### src/rtl/sipo_pkg.sv
// sipo_pkg: shared FSM state type and bit-counter width helper for the deserializer
package sipo_pkg;

    typedef enum logic {FILL, HOLD} state_t;

    function automatic int cnt_w(input int width);
        return $clog2(width);
    endfunction

endpackage

### src/rtl/sipo_deserializer_if.sv
// sipo_deserializer_if: serial input, framing controls and valid/ready word output
interface sipo_deserializer_if #(parameter int WIDTH = 8);

    logic                               din;
    logic                               din_en;
    logic                               sync;
    logic                               dout_ready;
    logic                               clr_ovf;
    logic [WIDTH-1:0]                   dout;
    logic                               dout_valid;
    logic [sipo_pkg::cnt_w(WIDTH)-1:0]  bit_cnt;
    logic                               overflow;

    modport master (
        output din, din_en, sync, dout_ready, clr_ovf,
        input  dout, dout_valid, bit_cnt, overflow
    );

    modport slave (
        input  din, din_en, sync, dout_ready, clr_ovf,
        output dout, dout_valid, bit_cnt, overflow
    );

endinterface

### src/rtl/sipo_shift_reg.sv
// sipo_shift_reg: shift register and bit counter; flags the cycle a full word is available on word
module sipo_shift_reg import sipo_pkg::*; #(
    parameter int WIDTH     = 8,
    parameter bit MSB_FIRST = 1'b1
) (
    input  logic                      clk,
    input  logic                      reset,
    input  logic                      din,
    input  logic                      din_en,
    input  logic                      sync,
    output logic [WIDTH-1:0]          word,
    output logic                      complete,
    output logic [cnt_w(WIDTH)-1:0]   bit_cnt
);

    localparam int CW = cnt_w(WIDTH);

    logic [WIDTH-1:0] sr;
    logic [WIDTH-1:0] first;

    // word is the next shift value, so the completion candidate already contains the current din
    assign word     = MSB_FIRST ? {sr[WIDTH-2:0], din} : {din, sr[WIDTH-1:1]};
    assign first    = MSB_FIRST ? {{(WIDTH-1){1'b0}}, din} : {din, {(WIDTH-1){1'b0}}};
    assign complete = din_en & ~sync & (bit_cnt == CW'(WIDTH-1));

    always_ff @(posedge clk or negedge reset) begin
        if (!reset) begin
            sr      <= '0;
            bit_cnt <= '0;
        end else if (sync) begin
            sr      <= din_en ? first : '0;
            bit_cnt <= din_en ? CW'(1) : '0;
        end else if (din_en) begin
            sr      <= word;
            bit_cnt <= complete ? '0 : bit_cnt + 1'b1;
        end
    end

endmodule

### src/rtl/sipo_deserializer.sv
// sipo_deserializer: serial-to-parallel word assembly with valid/ready holding register and sticky overflow
module sipo_deserializer import sipo_pkg::*; #(
    parameter int WIDTH     = 8,
    parameter bit MSB_FIRST = 1'b1
) (
    input  logic                clk,
    input  logic                reset,
    sipo_deserializer_if.slave  bus
);

    logic [WIDTH-1:0] word;
    logic             complete;
    logic             accept;
    state_t           state;

    sipo_shift_reg #(.WIDTH(WIDTH), .MSB_FIRST(MSB_FIRST)) u_shift (
        .clk      (clk),
        .reset    (reset),
        .din      (bus.din),
        .din_en   (bus.din_en),
        .sync     (bus.sync),
        .word     (word),
        .complete (complete),
        .bit_cnt  (bus.bit_cnt)
    );

    assign accept = bus.dout_valid & bus.dout_ready;

    // a word completing while the previous one is still unconsumed is dropped, never overwrites dout
    always_ff @(posedge clk or negedge reset) begin
        if (!reset) begin
            state          <= FILL;
            bus.dout       <= '0;
            bus.dout_valid <= 1'b0;
            bus.overflow   <= 1'b0;
        end else begin
            if (complete && (state == FILL || accept)) begin
                state          <= HOLD;
                bus.dout       <= word;
                bus.dout_valid <= 1'b1;
            end else if (accept) begin
                state          <= FILL;
                bus.dout_valid <= 1'b0;
            end
            bus.overflow <= (complete & (state == HOLD) & ~accept) | (bus.overflow & ~bus.clr_ovf);
        end
    end

endmodule

### src/flat_wrapper.sv
// flat-port wrapper written by rule: the top's interface ports become plain ports
module sipo_deserializer_flat import sipo_pkg::*;
#(
    parameter int WIDTH     = 8,
    parameter bit MSB_FIRST = 1'b1
)
  (clk, reset, bus_din, bus_din_en, bus_sync, bus_dout_ready, bus_clr_ovf, bus_dout, bus_dout_valid, bus_bit_cnt, bus_overflow);
  sipo_deserializer_if #(.WIDTH(WIDTH)) bus_i ();
  input  logic clk;
  input  logic reset;
  input wire logic [$bits(bus_i.din)-1:0] bus_din;
  input wire logic [$bits(bus_i.din_en)-1:0] bus_din_en;
  input wire logic [$bits(bus_i.sync)-1:0] bus_sync;
  input wire logic [$bits(bus_i.dout_ready)-1:0] bus_dout_ready;
  input wire logic [$bits(bus_i.clr_ovf)-1:0] bus_clr_ovf;
  output wire logic [$bits(bus_i.dout)-1:0] bus_dout;
  output wire logic [$bits(bus_i.dout_valid)-1:0] bus_dout_valid;
  output wire logic [$bits(bus_i.bit_cnt)-1:0] bus_bit_cnt;
  output wire logic [$bits(bus_i.overflow)-1:0] bus_overflow;
  assign bus_i.din = bus_din;
  assign bus_i.din_en = bus_din_en;
  assign bus_i.sync = bus_sync;
  assign bus_i.dout_ready = bus_dout_ready;
  assign bus_i.clr_ovf = bus_clr_ovf;
  assign bus_dout = bus_i.dout;
  assign bus_dout_valid = bus_i.dout_valid;
  assign bus_bit_cnt = bus_i.bit_cnt;
  assign bus_overflow = bus_i.overflow;
  sipo_deserializer #(.WIDTH(WIDTH), .MSB_FIRST(MSB_FIRST)) u_core (.clk(clk), .reset(reset), .bus(bus_i));
endmodule
### config.mk
export PLATFORM = sky130hd
export DESIGN_NAME = sipo_deserializer_flat
export DESIGN_NICKNAME = d
export VERILOG_FILES = /design/src/rtl/sipo_pkg.sv /design/src/rtl/sipo_deserializer_if.sv /design/src/rtl/sipo_shift_reg.sv /design/src/rtl/sipo_deserializer.sv /design/src/flat_wrapper.sv
export SDC_FILE = /design/constraint.sdc
export NUM_CORES = 1
export LEC_CHECK = 0
export ABC_AREA = 1
export CORE_AREA = 2 2 46 48
export CTS_CLUSTER_DIAMETER = 30
export DETAILED_ROUTE_END_ITERATION = 8
export DIE_AREA = 0 0 48 50
export PLACE_DENSITY = 0.7
export SETUP_SLACK_MARGIN = 0.2
export SKIP_LAST_GASP = 1
export SYNTH_ARGS = -nofsm -noshare
export SYNTH_HDL_FRONTEND = slang
export SYNTH_SLANG_ARGS = --single-unit
export TNS_END_PERCENT = 20
### constraint.sdc
create_clock -name clk -period 1.3 [get_ports clk]
set_input_delay 0.13 -clock clk [delete_from_list [all_inputs] [get_ports clk]]
set_output_delay 0.13 -clock clk [all_outputs]
set_load 0.02 [all_outputs]
Fig. 1: run 1, clock wiring as the flow saved it
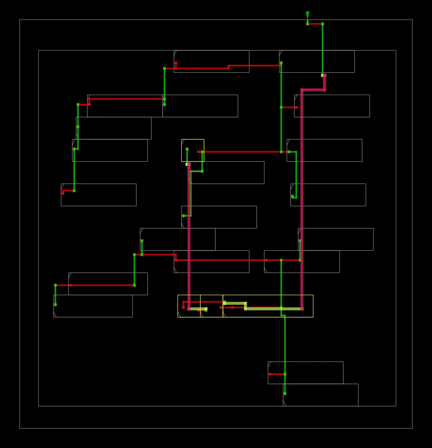
Clock Skew: 0.00809 ns
Clock Latency Late Sink: 0.30 ns

Fig. 2: run 1, wires at chosen ports, followed through buffers
(8 px per um)
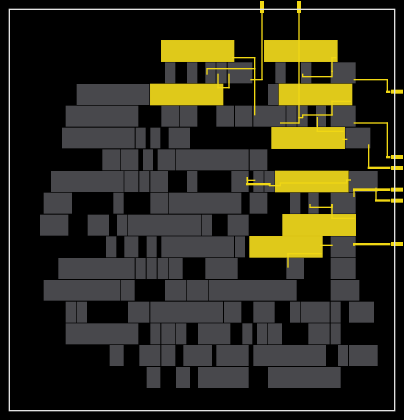
color	port	direction	end cells	wire
yellow	bus_dout	output	8	132 um

Fig. 3: run 1, clock distribution
(10 px per um)
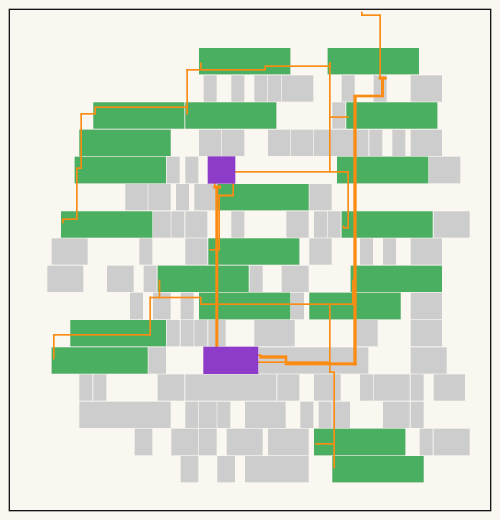
[green] flip-flops | count: 20
[orange] clock wires | length: 232 um
[purple] clock drivers | count: 3
routed clock nets	4

Fig. 4: run 1, met2 routing
(10 px per um)
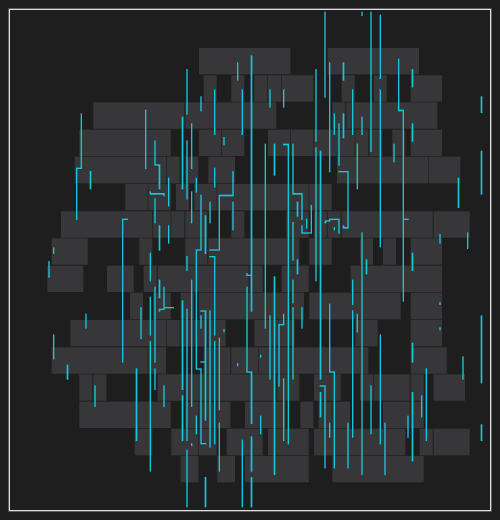
longest straight run	29.9 um
share of all routed wire	48%
wire length on this layer	780 um
vias: 678
met2 global-route usage: 25.1%
total wirelength of the detailed-routed design: 1630 um

==> flow_summary.ini, run 1 <==
; yosys + openroad results
[clock_network]
cts_resized = 25
path_clk_slew_ns = 0.11
holdBufCountCts = 0

[global_routing]
grt_busiest_layer = met2
global_route_wire_length_before_repair_um = 2730
grt_pass1_vias = 632
groute.layer.met1.usage_pct = 19.9

[worst_setup_path]
worst_setup_path_startpoint = u_core.u_shift.bit_cnt[0]
worst-path-buf-inv = 1
worstPathCellList = ha_4 -> ha_4 -> buf_6 -> nand4_1 -> nand2_1
worst_path_maximum_fanout = 7
critPathCapture = u_core.bus.dout[5]
critPathKind = flip-flop to flip-flop

[final_timing]
tns_ns = 0
max_slew_margin_pct = 83.8
post-route-worst-setup-slack_ns = 0.135
achievable-frequency_mhz = 859
grt_setup_unrepaired = true
post-route-min-period_ns = 1.16

[status]
status = finished, final reports clean

[synthesis]
synth_top_area_share_pct = 59.7
synth_dominant_cell_count = sky130_fd_sc_hd__nand2_1
synth_flop_count = 20
netlist.top_cell.by_area = sky130_fd_sc_hd__dfrtp_1
synth_xor_xnor_area_share_pct = 0

[final_layout]
nets = 124
largest_registers = u_core.bus.dout (8), u_core.u_shift.sr (7), u_core.u_shift.bit_cnt (3)
antenna_cells_inserted = 0
final.signal_buffer_count = 26
top_register = u_core.bus.dout

[floorplan]
dieArea_mm2 = 0.00240
io_pins = 20

[routing]
detail_route.first_pass.iterations = 6
wire_length_on_met2_um = 779
drc_violations_left = 0
dr_wl_met3_um = 70
vias_per_cell = 4.81
drt_first_iter_violations = 21

[power_and_ir_drop]
vdd.ir_drop.worst_v = 0.000987
static-leakage-power_nw = 0.609
powerClk_uw = 495
cell_int_power_mw = 1.01
clock_power_share_pct = 38.8
power.combinational.fraction_pct = 9.9

[placed_design]
placed_cells_incl_taps = 134
place.gp.congestion = 0.870
io_buffer_count = 19
Fig. 5: run 1, placement by cell class
(8 px per um) Fill, decap, tap and diode cells in gray.
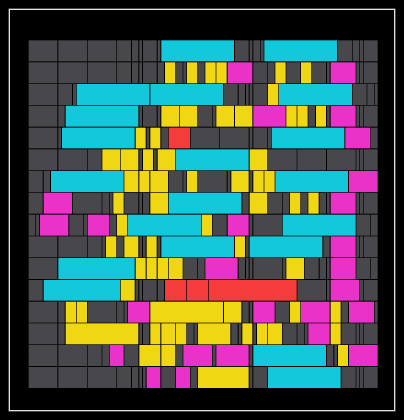

==> run 1 -> run 2 <==
Settings changed: CORE_AREA 2 2 46 48 to 3 3 47 49, DIE_AREA 0 0 48 50 to 0 0 50 52.
Fig. 6: run 2, placement by cell class
(8 px per um) Fill, decap, tap and diode cells in gray.
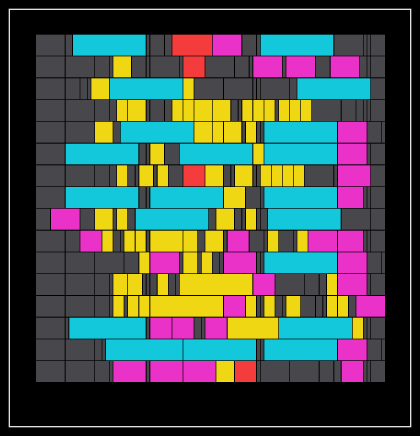
color	class	cells
yellow	combinational and other logic	64
red	clock drivers and dummy loads	4
cyan	sequential cells	20
magenta	remaining buffers and delay cells	28

==> run 2 against run 1 <==
  * Global-route usage decreased by 2.4 points
  * Maximum frequency rose by 2.3%
  * Non-clock buffer count increased by 2
  * Die size increased by 8.3%
  * Setup slack improved by 0.026 ns
  * Clock power down 27%
  * Sequential cell count unchanged
  * Core utilization up 1.1 points
  * Total power decreased by 8.4%
  * Critical path depth shrank 4
  * Critical endpoint is now bus_dout[7]
==> flow_summary.ini, run 2 <==
; yosys + openroad results
[final_layout]
top_register = u_core.bus.dout
nets = 126
antenna_cells_inserted = 0
largest_registers = u_core.bus.dout (8), u_core.u_shift.sr (7), u_core.u_shift.bit_cnt (3)
final.signal_buffer_count = 28

[placed_design]
place.gp.congestion = 0.790
io_buffer_count = 19
dp_slack_ns = 0.0205

[worst_setup_path]
worst_setup_path_startpoint = u_core.bus.dout[7]
worst_path_maximum_fanout = 2
worstPathCellList = dlygate4sd2_1
worst-path-buf-inv = 1
critPathKind = flip-flop to output pin
critPathCapture = bus_dout[7]

[floorplan]
io_pins = 20
dieArea_mm2 = 0.00260

[job]
maxCapViolCount = 0

[global_routing]
groute.layer.met1.usage_pct = 16.7
grt_pass1_vias = 656
global_route_wire_length_before_repair_um = 2760
overflow = 0
grt_busiest_layer = met2

[clock_network]
holdBufCountCts = 0
cts_resized = 24
clock.latency.late_pin_ns = 0.30

[final_timing]
worst_clock_skew_ns = 0.00432
grt_setup_unrepaired = true
max_slew_margin_pct = 83.7
post-route-min-period_ns = 1.14
tns_ns = 0
post-route-worst-setup-slack_ns = 0.161
achievable-frequency_mhz = 878

[status]
status = finished, final reports clean

[routing]
vias_per_cell = 4.87
drt_first_iter_violations = 16
dr_wl_met3_um = 77
drc_violations_left = 0
wire_length_on_met2_um = 767
detail_route.first_pass.iterations = 4

[power_and_ir_drop]
power.combinational.fraction_pct = 13.2
powerClk_uw = 363
cell_int_power_uw = 885
power.group.top = registers
vdd.ir_drop.worst_v = 0.000639
clock_power_share_pct = 31.1

[synthesis]
post_synth_most_frequent_cells = sky130_fd_sc_hd__nand2_1, sky130_fd_sc_hd__dfrtp_1, sky130_fd_sc_hd__inv_1
netlist.top_cell.by_area = sky130_fd_sc_hd__dfrtp_1
synth_top_area_share_pct = 59.7
synth_flop_count = 20
synth_xor_xnor_area_share_pct = 0
Fig. 7: run 2, met2 routing
(10 px per um)
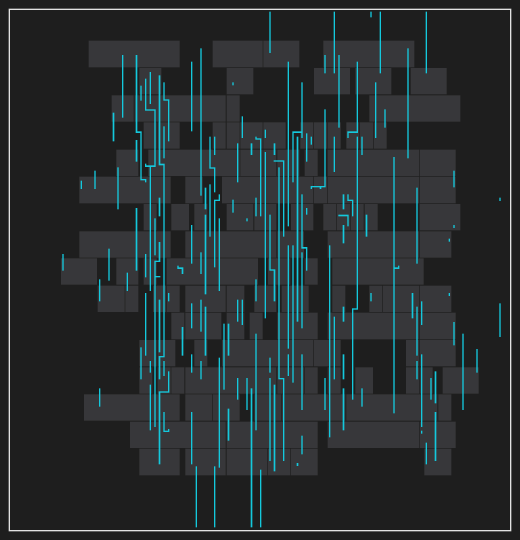
total wirelength of the detailed-routed design: 1650 um
vias: 697
met2 global-route usage: 23.7%

Fig. 8: run 2, clock distribution
(10 px per um)
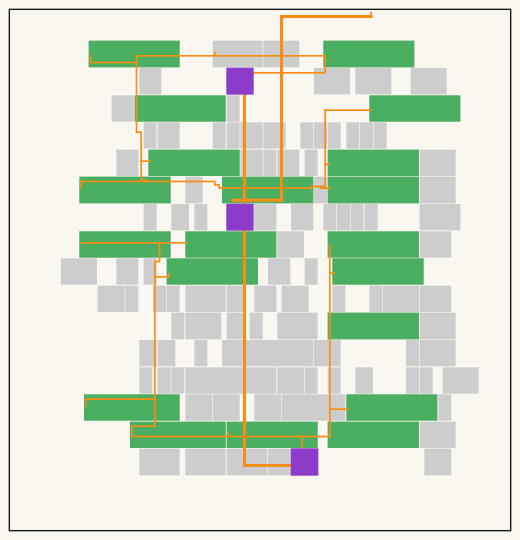

==> run 2 -> run 3 <==
--- a/config.mk
+++ b/config.mk
@@ -9,5 +9,6 @@
 export CORE_AREA = 3 3 47 49
-export CTS_CLUSTER_DIAMETER = 30
+export CTS_CLUSTER_DIAMETER = 150
 export DETAILED_ROUTE_END_ITERATION = 8
 export DIE_AREA = 0 0 50 52
+export GPL_TIMING_DRIVEN = 0
 export PLACE_DENSITY = 0.7
==> constraint.sdc (replaced) <==
create_clock -name clk -period 1.3 [get_ports clk]
set_input_delay 0.195 -clock clk [delete_from_list [all_inputs] [get_ports clk]]
set_output_delay 0.195 -clock clk [all_outputs]
set_load 0.02 [all_outputs]
Fig. 9: run 3, clock distribution
(10 px per um)
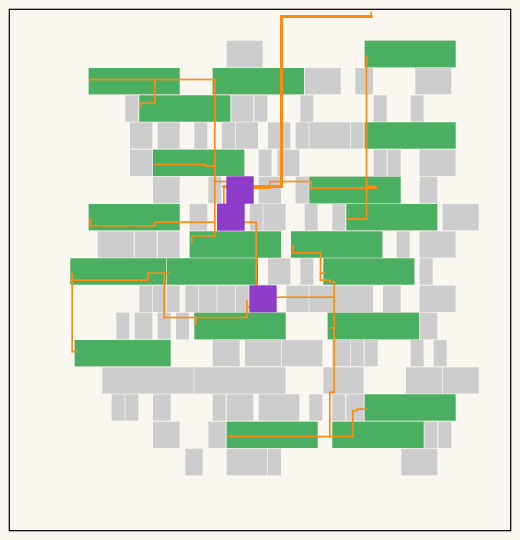
Clock Skew: 0.00536 ns
clock share of power: 27.5%
Clk. pwr: 297 uW
Clock Latency Late Sink: 0.29 ns

Fig. 10: run 3, placement by cell class
(8 px per um) Fill, decap, tap and diode cells in gray.
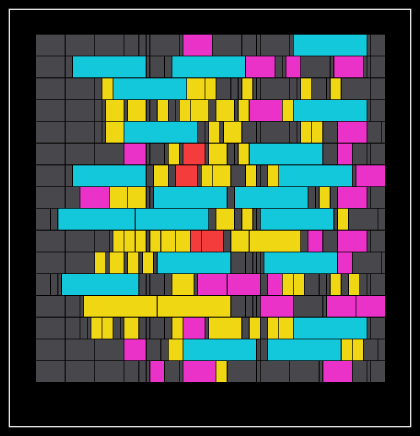
color	class	cells
cyan	sequential cells	20
red	clock drivers and dummy loads	4
yellow	combinational and other logic	64
magenta	remaining buffers and delay cells	25

==> run 3 against run 2 <==
  * Clock power decreased by 18%
  * Synthesized area unchanged
  * Via count decreased by 1.9%
  * Combinational power decreased by 15%
  * Critical endpoint is now u_core.u_shift.bit_cnt[2]
  * Largest cell class unchanged
==> flow_summary.ini, run 3 <==
; yosys + openroad results
[status]
status = finished, final reports clean

[power_and_ir_drop]
cell_int_power_uw = 816
static-leakage-power_nw = 0.563

[placed_design]
dp_slack_ns = -0.113
place.gp.congestion = 0.775
placed_cells_incl_taps = 133

[job]
maxCapViolCount = 0

[global_routing]
grt_busiest_layer = met2
global_route_wire_length_before_repair_um = 2830
groute.layer.met1.usage_pct = 17.3
gr-usage-met2_pct = 23.9

[final_timing]
post-route-min-period_ns = 1.19
post-route-worst-setup-slack_ns = 0.110
achievable-frequency_mhz = 841
max_slew_margin_pct = 42.5

[final_layout]
antenna_cells_inserted = 0
nets = 123
top_register = u_core.bus.dout

[worst_setup_path]
critPathCapture = u_core.u_shift.bit_cnt[2]
worst_path_maximum_fanout = 5
worst_setup_path_startpoint = u_core.u_shift.bit_cnt[0]

[synthesis]
post_synth_most_frequent_cells = sky130_fd_sc_hd__nand2_1, sky130_fd_sc_hd__dfrtp_1, sky130_fd_sc_hd__inv_1
synth_dominant_cell_count = sky130_fd_sc_hd__nand2_1

[routing]
drt_first_iter_violations = 8

[clock_network]
holdBufCountCts = 0

[floorplan]
dieArea_mm2 = 0.00260
Power figures rest on the tool's default switching activity, not on a simulated workload.
